Design fifo_rd_ctrl_flat, sky130hd; sources not shown.
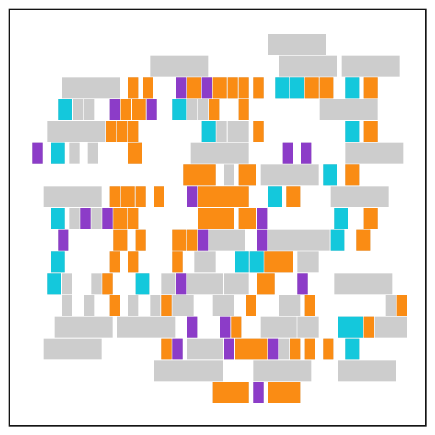
Run 1: gate-type map
(8 px per um)
- aoi and oai cells: cyan (cells 20)
- nand cells: orange (cells 59)
- inv cells: purple (cells 22)
Comb/total area: 0.494
fin cells: 181
most frequent logic cell in the layout: nand2_1

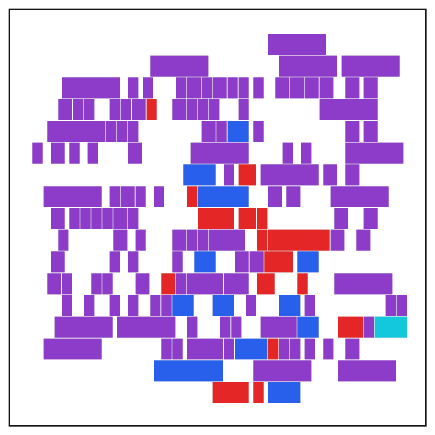
Run 1: drive-strength map
(8 px per um)
- x1 and smaller: purple (cells 124; most used nand2_1)
- x2: red (cells 16; most used inv_2)
- x6 and larger: cyan (cells 1; most used buf_6)
- x3 and x4: blue (cells 12; most used buf_4)
worst setup margin: -0.0873 ns
Syn-to-layout area delta: 9.58%
bufs w/o clock: 5
Final Cell Area: 1130 um2

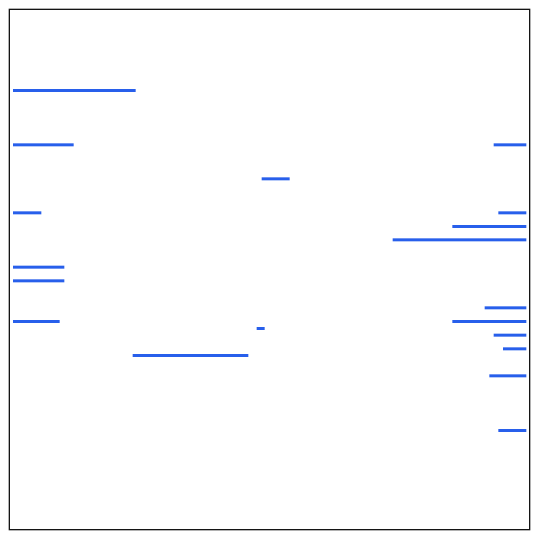
Run 1: met3 routing
(10 px per um)
- share of all routed wire: 4.5%
- nets with wire on the layer: 17
- main direction: horizontal
- wire length on this layer: 95.9 um
- longest straight run: 13.1 um
GR Layer Usage met3: 0.0374
final WL: 2.16 mm
total number of vias: 890

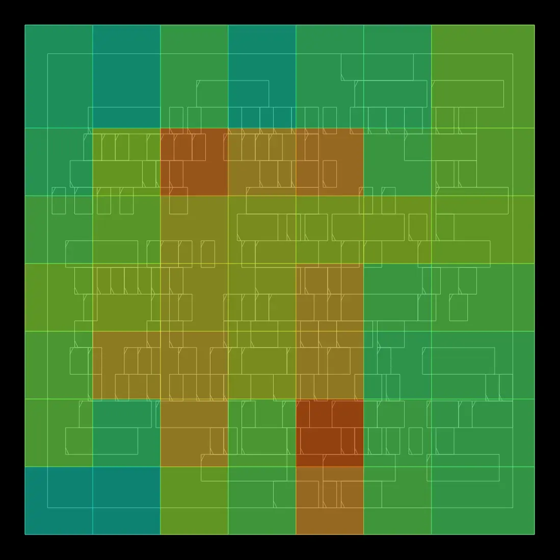
Run 1: track usage over the die
total global-route track usage: 0.189
WL/cell: 11.9 um
grt peak-use layer: met2
GR Layer Usage met1: 0.242

==> run summary, run 1 <==
outcome: complete, but fails checks
failing checks: negative setup slack
register area share after synthesis: 0.368
GRT overflow: 0
startpoint type of the worst setup path: flip-flop
clk buf depth: 2
Cells after Synth: 148
Inst Count DP: 175
Post-Syn Area per Cell: 6.97 um2
Register-to-Register Setup Slack: 0.55 ns
worst setup margin: -0.0873 ns
Root Driver: clkbuf_4
Rel. slew slack: 0.778
Yosys warnings: 6
hold path cells: 2
leak pwr: 0.541 nW
Cell Type Count: 18
post-route setup TNS: -0.0873 ns
hold bufs inserted after CTS: 0
Rows: 17
TritonRoute pass-1 iters: 3
DR vias/cell: 4.92
layout cell share with drive strength beyond 1: 0.190
Ports: 24
Tot Pwr: 1.57 mW
worst hold path type: input pin to flip-flop
Final setup viols: 1
DR DRC count: 0
Power Dens Cells: 1390 nW/um2
ys cells: 148
Latency at later pin: 0.30 ns
CP Data Required Time: 1.92 ns
Final ANT Viol Nets: 0
Mapped Area: 1030 um2
Mapped Nets: 167
H-tree Lvls: 1
max cap viols: 0
clock skew: 0.00412 ns
largest net degree at the start of global routing: 17
Hold Fails Final Rpt: 0
Crit Path Max Fanout: 3
CTS clk-pin slew, worst paths: 0.11 ns
Util after Layout: 0.516
YS chip area: 1030 um2
post-detail-place hpwl: 1.54 mm
Die Area: 2690 um2
Synth area leader: dfxtp_1
initial antenna violation count: 0
port bufs: 0
Slew Viols, Final: 0
Worst Hold Slack: 0.270 ns
drt initial violations: 12
CP arrival: 2.01 ns
Crit Path Category: flip-flop to output pin
clock sink count: 19
OpenROAD warnings: 29
Top cells by area: dfxtp_1, nand2_1, nand3_1
fmax: 402 MHz
Final Critical Period: 2.49 ns
Crit. End Element: output pin
period utilization: 1.04
routability cong.: 0.826
Max-area cell share: 0.368
-- run 1: Yosys cell counts (all sizes together) --
| cell type | n |
|---|---|
| a21oi | 11 |
| buf | 4 |
| dfxtp | 19 |
| fa | 1 |
| ha | 4 |
| inv | 22 |
| nand2 | 39 |
| nand3 | 18 |
| nand4 | 2 |
| nor2 | 18 |
| o21ai | 9 |
| xnor2 | 1 |
-- run 1: worst max-delay path: stages, from the launching register on --
cell and delay (ns):
dfxtp_4 0.37, inv_2 0.04, nand2_4 0.13, nand2_4 0.07, nand2_1 0.08, nand3_2 0.09
fa_1 0.50, nand2_1 0.06, nand2_1 0.06, nand2_1 0.07, a21oi_2 0.12, buf_6 0.14
-- run 1: cell families (layout without fill, tap and decap cells) --
group / after synthesis / after routing / synth area share
flip-flops: 19 / 19 / 0.368
buffers and inverters: 26 / 31 / 0.105
AND-OR/OR-AND: 20 / 20 / 0.0970
adder cells (fa/ha/maj): 5 / 5 / 0.0679
AND/OR/NAND/NOR: 77 / 77 / 0.353
XOR/XNOR: 1 / 1 / 0.00849
-- run 1: power breakdown --
group | total [mW] | switching [mW] | internal [mW]
sequential | 0.616 | 0.170 | 0.446
clock | 0.165 | 0.103 | 0.0621
combinational | 0.792 | 0.510 | 0.281
total | 1.57 | 0.784 | 0.789
-- run 1: repair_timing --
item / 4_1_cts / 5_1_grt
pin swaps: 1 / 1
resized: 7 / 0
endpoints found under the setup margin: 1 / 1
buffers inserted: 2 / 0
cloned: 0 / 0
-- run 1: layer usage --
metal | global-route usage | routed length, um
met4 | 0.0921 | 41
met5 | 0 | 0
met3 | 0.0374 | 95
met1 | 0.242 | 1050
met2 | 0.302 | 967
-- run 1: cell usage in the layout, fill, tap and decap left out, types with 2 or more instances in the layout --
cell and n:
nand2_1 33, nand3_1 16, o21ai_0 9, buf_4 4, nand2_2 3, ha_1 4
inv_2 7, inv_1 15, clkbuf_4 3, dfxtp_1 17, nand4_2 2, nor2_1 18
a21oi_1 10, nand2_4 3
-- run 1: area by class of cell --
| cell class | count | area [um2] |
|---|---|---|
| Fill cell | 223 | 1060 |
| Multi-Input combinational cell | 103 | 559 |
| Sequential cell | 19 | 385 |
| Inverter | 22 | 82.6 |
| Timing Repair Buffer | 5 | 41.3 |
| Tap cell | 28 | 35.0 |
| Clock buffer | 3 | 22.5 |
| Clock inverter | 1 | 5.00 |
-- run 1: stage by stage --
stage | setup WS, ns | cell area [um2]
global route | -0.204 | 1130
detailed placement | 0.134 | 1070
global placement | 0.192 | 1070
floorplan | 0.0986 | 1040
finish | -0.0873 | 1130
CTS | -0.0989 | 1130
==> inputs of run 2 (changes only) <==
Settings changed: REMOVE_ABC_BUFFERS from default to 1.
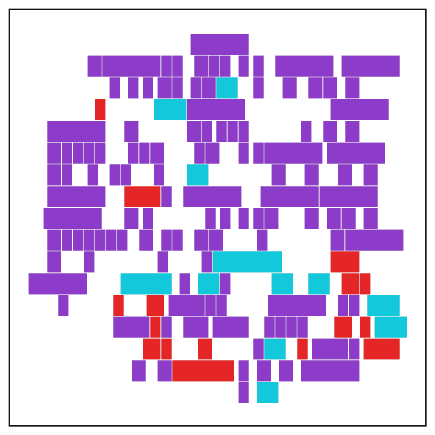
Run 2: drive-strength map
(8 px per um)
- x1 and smaller: purple (cells 124; most used nand2_1)
- x3 and x4: cyan (cells 12; most used buf_4)
- x2: red (cells 16; most used inv_2)
Syn-to-layout area delta: 8.36%
worst setup margin: -0.106 ns
bufs w/o clock: 4
Final Cell Area: 1120 um2

==> run 2 against run 1 <==
The flow still finishes with violations (negative setup slack); global-route usage shrank 0.88 points; worst hold slack got worse by 0.0039 ns; register-to-register slack got worse by 0.04 ns; critical endpoint unchanged; critical path depth up 1; routed wire length down 2.4%; sequential cell count did not move; combinational power is 2% lower; maximum frequency fell by 0.76%; die size unchanged; critical path type unchanged; highest routed layer unchanged.
==> run summary, run 2 <==
outcome: complete, but fails checks
failing checks: negative setup slack
Synth Area in Adders: 0.0679
Synth Area in Simple Gates: 0.353
Async SR Flop Fraction: 0
port bufs: 0
Commonest cells post-synth: nand2_1, dfxtp_1, nor2_1
largest net degree at the start of global routing: 17
most frequent logic cell in the layout: nand2_1
Rel. slew slack: 0.778
WL/cell: 11.7 um
worst setup margin: -0.106 ns
period utilization: 1.04
Final ANT Viol Nets: 0
clk buf depth: 2
Crit Path Max Fanout: 3
total global-route track usage: 0.180
clock network fraction of design power: 0.109
total number of vias: 900
Final Critical Period: 2.51 ns
layout cell share with drive strength beyond 1: 0.184
Int Power: 0.779 mW
Post-Syn Area per Cell: 6.97 um2
leak pwr: 0.536 nW
Comb pwr share: 0.497
Ports: 24
Detail Route met3 WL: 102 um
Top delay family on crit path: adder cells
top_reg_cell synth: dfxtp_1
post-detail-place hpwl: 1.50 mm
Worst path slowest cell: fa_1
clock skew: 0.00202 ns
TritonRoute pass-1 iters: 4
Mapped Area: 1030 um2
initial antenna violation count: 0
Synth area leader: dfxtp_1
worst hold path type: input pin to flip-flop
H-tree Lvls: 1
OpenROAD warnings: 28
CTS clk-pin slew, worst paths: 0.12 ns
most frequent cell after synthesis: nand2_1
Power Dens Cells: 1390 nW/um2
drt initial violations: 31
Fillers: 234
Top cells by area: dfxtp_1, nand2_1, nand3_1
final WL: 2.10 mm
Rows: 17
DR DRC count: 0
Yosys warnings: 6
Hold Fails Final Rpt: 0
Max-area cell share: 0.368
top routing layer in use: met4
Final setup viols: 1
Cell Type Count: 18
cells along the critical path: inv_2 > nand2_4 > nand2_4 > inv_2 > nand2_2 > nand3_2 > fa_1 > nand2_1 > nand2_1 > nand2_1 > a21oi_1 > buf_4
Crit Path Category: flip-flop to output pin
most numerous logic cells after layout: nand2_1, nor2_1, dfxtp_1, nand3_1, inv_1
met1 wire length: 1.08 mm
MUX share of area: 0
Latency at later pin: 0.30 ns
crit-path most repeated cell: nand2_1
CP bufs+invs: 3
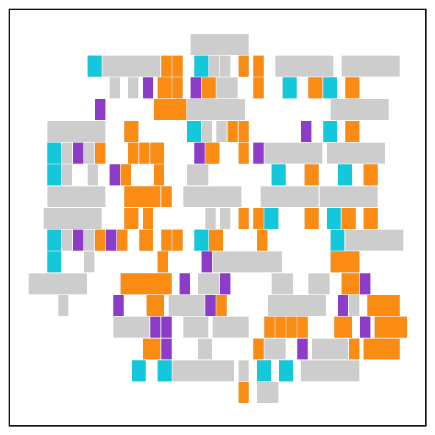
Run 2: gate-type map
(8 px per um)
- nand cells: orange (cells 59)
- inv cells: purple (cells 22)
- aoi and oai cells: cyan (cells 20; where widely spread)
fin cells: 180
Comb/total area: 0.499

==> run 2: cell counts after synthesis <==
Identical to the previous run, type by type.
==> run 2: area by class of cell <==
type	instances	area, um2	share of cell area
clock inverter	1	5.00	0.00447
clock buffer	3	22.5	0.0201
timing repair buffer	4	30.0	0.0268
multi-input combinational	103	558	0.499
inverter	22	82.6	0.0738
sequential	19	385	0.345
tap	28	35.0	0.0313
==> run 2: power groups by stage <==
stage / registers, mW / logic, mW / clock network (mW)
6_report: 0.616 / 0.775 / 0.169
5_1_grt: 0.633 / 0.893 / 0.189
4_1_cts: 0.618 / 0.770 / 0.175
3_5_place_dp: 0.626 / 0.736 / 0
3_3_place_gp: 0.620 / 0.721 / 0
2_1_floorplan: 0.616 / 0.585 / 0
==> run 2: metal layers <==
metal | vias to the layer above | global-route usage
li1 | 477 | -
met3 | 2 | 0.0316
met1 | 405 | 0.243
met4 | 0 | 0.0789
met5 | - | 0
met2 | 16 | 0.281
==> run 2: stage by stage <==
step	area [um2]	TNS [ns]	util	hold slack [ns]	cells
2_1_floorplan	1010	-0.0786	-	0.455	144
3_3_place_gp	1060	0	0.485	0.464	175
3_5_place_dp	1060	0	0.485	0.472	175
4_1_cts	1120	-0.124	0.509	0.257	180
5_1_grt	1120	-0.246	0.511	0.257	180
6_report	1120	-0.106	0.511	0.266	180
==> run 2: cell families (layout without fill, tap and decap cells) <==
logic type / Yosys count / count (layout)
AND-OR/OR-AND: 20 / 20
XOR/XNOR: 1 / 1
adder cells (fa/ha/maj): 5 / 5
buffers and inverters: 26 / 30
flip-flops: 19 / 19
AND/OR/NAND/NOR: 77 / 77
==> run 2: repair_timing <==
item                                    CTS  global route
endpoints found under the setup margin    1             1
pin swaps                                 1             1
setup buffers                             1             0
resized                                   6             1
Power and IR drop assume default switching activity.
